<file path="src/rtl/mips_lsu_pkg.sv">
// Shared encodings for the MIPS load/store unit.
// Covers access sizes, FSM states and lane masks used by the unit and its lane aligner.
package mips_lsu_pkg;

    localparam logic [1:0] SIZE_BYTE = 2'b00;
    localparam logic [1:0] SIZE_HALF = 2'b01;
    localparam logic [1:0] SIZE_WORD = 2'b10;
    localparam logic [1:0] SIZE_RSVD = 2'b11;

    localparam logic [31:0] BYTE_MASK = 32'h0000_00FF;
    localparam logic [31:0] HALF_MASK = 32'h0000_FFFF;
    localparam logic [31:0] WORD_MASK = 32'hFFFF_FFFF;

    typedef enum logic [1:0] {
        IDLE   = 2'd0,
        ACCESS = 2'd1,
        WRITE  = 2'd2,
        RESP   = 2'd3
    } lsu_state_t;

    function automatic logic [31:0] lane_mask(input logic [1:0] size);
        case (size)
            SIZE_BYTE: lane_mask = BYTE_MASK;
            SIZE_HALF: lane_mask = HALF_MASK;
            default:   lane_mask = WORD_MASK;
        endcase
    endfunction

endpackage

</file>
<file path="src/rtl/lsu_lane_align.sv">
// Combinational lane handling: load extract/extend and sub-word store merge.
// Assumes the caller has already rejected misaligned accesses.
module lsu_lane_align
    import mips_lsu_pkg::*;
(
    input  logic [31:0] load_word,
    input  logic [1:0]  lane,
    input  logic [1:0]  size,
    input  logic        is_signed,
    input  logic [31:0] old_word,
    input  logic [31:0] new_data,
    output logic [31:0] load_data,
    output logic [31:0] merged_word
);

    logic [4:0]  shift;
    logic [31:0] shifted;
    logic [31:0] mask;

    assign shift = {lane, 3'b000};

    always_comb begin
        shifted   = load_word >> shift;
        mask      = lane_mask(size);
        load_data = load_word;
        case (size)
            SIZE_BYTE: load_data = {{24{is_signed & shifted[7]}}, shifted[7:0]};
            SIZE_HALF: load_data = {{16{is_signed & shifted[15]}}, shifted[15:0]};
            default:   load_data = load_word;
        endcase
        // Word accesses are aligned, so shift is zero and the whole word is replaced.
        merged_word = (old_word & ~(mask << shift)) | ((new_data & mask) << shift);
    end

endmodule

</file>
<file path="src/rtl/load_store_unit.sv">
// Load/store unit between the MIPS MEM stage and a word-wide data memory.
// Single outstanding request; sub-word stores use read-modify-write.
module load_store_unit
    import mips_lsu_pkg::*;
#(
    parameter int MEM_AW      = 9,
    parameter bit CHECK_RANGE = 1'b1
)(
    input  logic              clk,
    input  logic              rst,
    input  logic              req_valid,
    output logic              req_ready,
    input  logic              req_store,
    input  logic [1:0]        req_size,
    input  logic              req_signed,
    input  logic [31:0]       req_addr,
    input  logic [31:0]       req_wdata,
    output logic              resp_valid,
    output logic              resp_err,
    output logic [31:0]       resp_rdata,
    output logic [MEM_AW-1:0] mem_raddr,
    input  logic [31:0]       mem_rdata,
    output logic [MEM_AW-1:0] mem_waddr,
    output logic [31:0]       mem_wdata,
    output logic              mem_we
);

    lsu_state_t state, next_state;

    logic              store_q;
    logic [1:0]        size_q;
    logic              signed_q;
    logic [MEM_AW+1:0] addr_q;
    logic [31:0]       wdata_q;
    logic              err_q;
    logic [31:0]       buf_q;

    logic        accept;
    logic        req_err;
    logic        we_raw;
    logic [31:0] load_data;
    logic [31:0] merged_word;

    assign accept     = req_valid && req_ready;
    assign req_ready  = (state == IDLE);
    assign resp_valid = (state == RESP);
    assign mem_raddr  = addr_q[MEM_AW+1:2];
    assign mem_waddr  = addr_q[MEM_AW+1:2];
    assign mem_we     = we_raw & ~rst;

    always_comb begin
        req_err = 1'b0;
        if (req_size == SIZE_RSVD)                            req_err = 1'b1;
        if (req_size == SIZE_HALF && req_addr[0])             req_err = 1'b1;
        if (req_size == SIZE_WORD && req_addr[1:0] != 2'b00)  req_err = 1'b1;
        if (CHECK_RANGE && ((req_addr >> (MEM_AW + 2)) != 32'd0)) req_err = 1'b1;
    end

    lsu_lane_align u_align (
        .load_word   (mem_rdata),
        .lane        (addr_q[1:0]),
        .size        (size_q),
        .is_signed   (signed_q),
        .old_word    (buf_q),
        .new_data    (wdata_q),
        .load_data   (load_data),
        .merged_word (merged_word)
    );

    // Errored requests still pass through ACCESS (with no write) so every
    // single-access response arrives with the same two-cycle latency.
    always_comb begin
        next_state = state;
        we_raw     = 1'b0;
        mem_wdata  = wdata_q;
        case (state)
            IDLE: begin
                if (accept) next_state = ACCESS;
            end
            ACCESS: begin
                if (err_q || !store_q) begin
                    next_state = RESP;
                end else if (size_q == SIZE_WORD) begin
                    we_raw     = 1'b1;
                    next_state = RESP;
                end else begin
                    next_state = WRITE;
                end
            end
            WRITE: begin
                we_raw     = 1'b1;
                mem_wdata  = merged_word;
                next_state = RESP;
            end
            RESP: begin
                next_state = IDLE;
            end
            default: next_state = IDLE;
        endcase
    end

    always_ff @(posedge clk) begin
        if (rst) begin
            state      <= IDLE;
            store_q    <= 1'b0;
            size_q     <= SIZE_BYTE;
            signed_q   <= 1'b0;
            addr_q     <= '0;
            wdata_q    <= 32'd0;
            err_q      <= 1'b0;
            buf_q      <= 32'd0;
            resp_err   <= 1'b0;
            resp_rdata <= 32'd0;
        end else begin
            state <= next_state;
            if (accept) begin
                store_q  <= req_store;
                size_q   <= req_size;
                signed_q <= req_signed;
                addr_q   <= req_addr[MEM_AW+1:0];
                wdata_q  <= req_wdata;
                err_q    <= req_err;
            end
            if (state == ACCESS && next_state == WRITE) begin
                buf_q <= mem_rdata;
            end
            // Response fields change only on entry to RESP and hold until the next one.
            if (next_state == RESP && state != RESP) begin
                resp_err   <= err_q;
                resp_rdata <= (state == ACCESS && !store_q && !err_q) ? load_data : 32'd0;
            end
        end
    end

endmodule

</file>
<file path="config.mk">
export PLATFORM = sky130hd
export DESIGN_NAME = load_store_unit
export DESIGN_NICKNAME = d
export VERILOG_FILES = /design/src/rtl/mips_lsu_pkg.sv /design/src/rtl/lsu_lane_align.sv /design/src/rtl/load_store_unit.sv
export SDC_FILE = /design/constraint.sdc
export NUM_CORES = 1
export LEC_CHECK = 0
export CORE_ASPECT_RATIO = 0.9
export CORE_UTILIZATION = 50
export DETAILED_ROUTE_END_ITERATION = 10
export PLACE_DENSITY = 0.89
export SLEW_MARGIN = 20
export SYNTH_ARGS = -nofsm -noshare
export SYNTH_HDL_FRONTEND = slang
export SYNTH_SLANG_ARGS = --single-unit
</file>
<file path="constraint.sdc">
create_clock -name clk -period 5.83 [get_ports clk]
set_input_delay 0.583 -clock clk [delete_from_list [all_inputs] [get_ports clk]]
set_output_delay 0.583 -clock clk [all_outputs]
set_load 0.02 [all_outputs]
</file>
==> qor.yml <==
grt_util_all_layers_pct: 33.8
cp_data_arrival_time_ps: 3650
grt_pass1_wl_um: 29600
critical-path-max-stage-delay_ps: 810
reg2regPathDepth: 7
gp_congestion: 0.920
top_area_share_pct: 40.5
synth_nets: 788
vias: 5815
dp_hpwl_um: 14000
common_cells: "nand2_1 (137), dfxtp_1 (115), nor2_1 (83)"
timing.slew.headroom_pct: 28.0
first_iter_violations: 562
clock_latency_ps: 410
area_leaders: "dfxtp_1 (41%), nand2_1 (9.1%), mux2i_1 (7.1%), a21oi_1 (6.2%), nor2_1 (5.5%)"
cts_root_buf: "clkbuf_16"
status: "complete, no violations"
fp.dieH_um: 103
avgSynthCellArea_um2: 8.35
critical-path-slowest-cell: "clkinv_1"
finalCriticalPeriod_ps: 4230
yosysSeqAreaShare_pct: 40.5
finalSetupViolCount: 0
cts_hold_buf: 0
area_growth_pct: 40.9
post-cts-setup-buffer-count: 0
viasPerCell: 5.88
drive_gt1_share_pct: 7.05
skew_ps: 5.56
max_cap_violations: 0
grt_pass1_vias: 5601
async_reset_ff_share_pct: 0
die_w_um: 114
ir_drop_uv: 291
min-delay-start: "resp_rdata[4]"
cts_buffers: 17
cts_resized: 0
## placed cells by master, fill, tap and decap left out, types with 7 or more instances in the layout
master and instances:
a21oi_1 69, a211oi_1 8, o2bb2ai_1 8, a22oi_1 8
buf_4 7, a221o_1 17, clkbuf_16 17, nor2_1 83
o21ai_0 17, dfxtp_1 115, a222oi_1 9, a22o_1 9
mux2_2 11, clkdlybuf4s50_1 187, nand2_1 136, a221oi_1 17
mux2i_1 40
## metal layers
metal / GRT usage (%) / wire (um)
met5: 0 / 0
met4: 15.1 / 617
met3: 9.05 / 1810
met2: 56.7 / 9230
met1: 41.2 / 7840
## where the power goes
group | leakage, nW | switching (mW) | internal [mW]
registers | 0.934 | 0.111 | 0.884
clock network | 0.298 | 0.362 | 0.699
logic | 1.59 | 0.720 | 0.509
total | 2.82 | 1.19 | 2.09
## kinds of logic after synthesis
group / synth area share (%)
compound gates: 22.4
xor+xnor: 0.154
fa+ha+maj: 1.10
buf+inv: 7.75
flops: 40.5
mux: 9.63
simple gates: 18.4
## cell type report
cell class,instances,area (um2)
Multi-Input combinational cell,488,2950
Fill cell,871,2940
Sequential cell,115,2300
Timing Repair Buffer,195,1930
Clock buffer,21,470
Tap cell,152,190
Clock inverter,10,131
Inverter,8,30.0
## state kept, by name, indices dropped and copies added (netlist names)
signal,cells
resp_rdata,32
err_q,1
addr_q,11
signed_q,1
wdata_q,32
state,2
buf_q,32
size_q,2
resp_err,1
store_q,1
## metrics by stage
step,instances,hold WS [ps],instance area (um2),power [mW]
CTS,989,457,8000,3.27
floorplan,680,437,5680,1.77
global placement,958,444,7400,2.19
global route,989,481,8000,3.42
finish,989,455,8000,3.29
detailed placement,958,451,7400,2.21
## worst max-delay path by stage
stage / end / cells past startpoint / slack, ps / startpoint
2_1_floorplan: mem_wdata[30] / 7 / 3380 / size_q[1]
3_3_place_gp: mem_wdata[31] / 7 / 2320 / state[0]
3_5_place_dp: mem_wdata[31] / 7 / 2110 / state[0]
4_1_cts: mem_wdata[31] / 7 / 1690 / state[0]
5_1_grt: mem_wdata[31] / 7 / 1470 / state[0]
6_report: mem_wdata[31] / 7 / 1600 / state[0]
## tightest hold or removal path: stages (launching register included)
cell and delay, ps:
dfxtp_1 310, nand2_1 50, a21oi_1 50
### Close-up of the layout

Window x 37 to 77, y 11 to 51 um. Cells in gray, sequential cells in the stronger gray; small squares are vias.
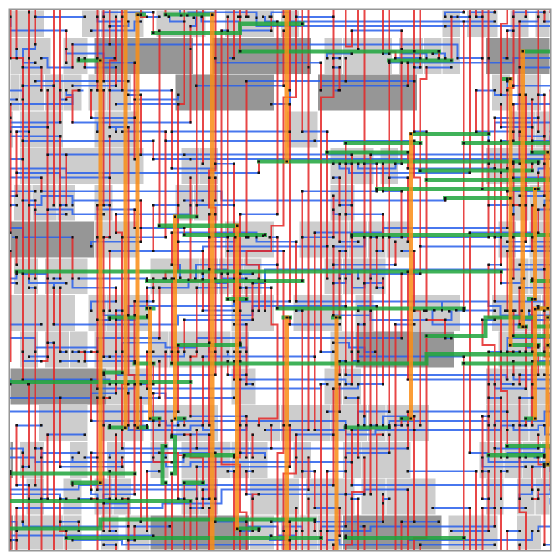
Key: M3 = green; M2 = red; M4 = orange; M1 = blue
Netlist names of flops here include wdata_q (6), buf_q (4). Sequential cells in the window: 10. 143 logic cells have their middle in the window. Most frequent: nand2_1 (35), nor2_1 (26), a21oi_1 (14).

### Cell placement

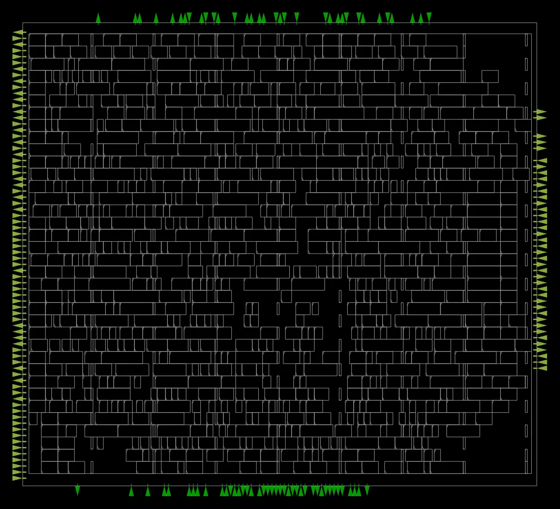
utilization after layout: 73.1%
row count: 36
Post-Layout Cell Count: 989
seq_cells: 115
Seq area share: 28.8%

No activity file was given, so power comes from the tool's default toggle rates.
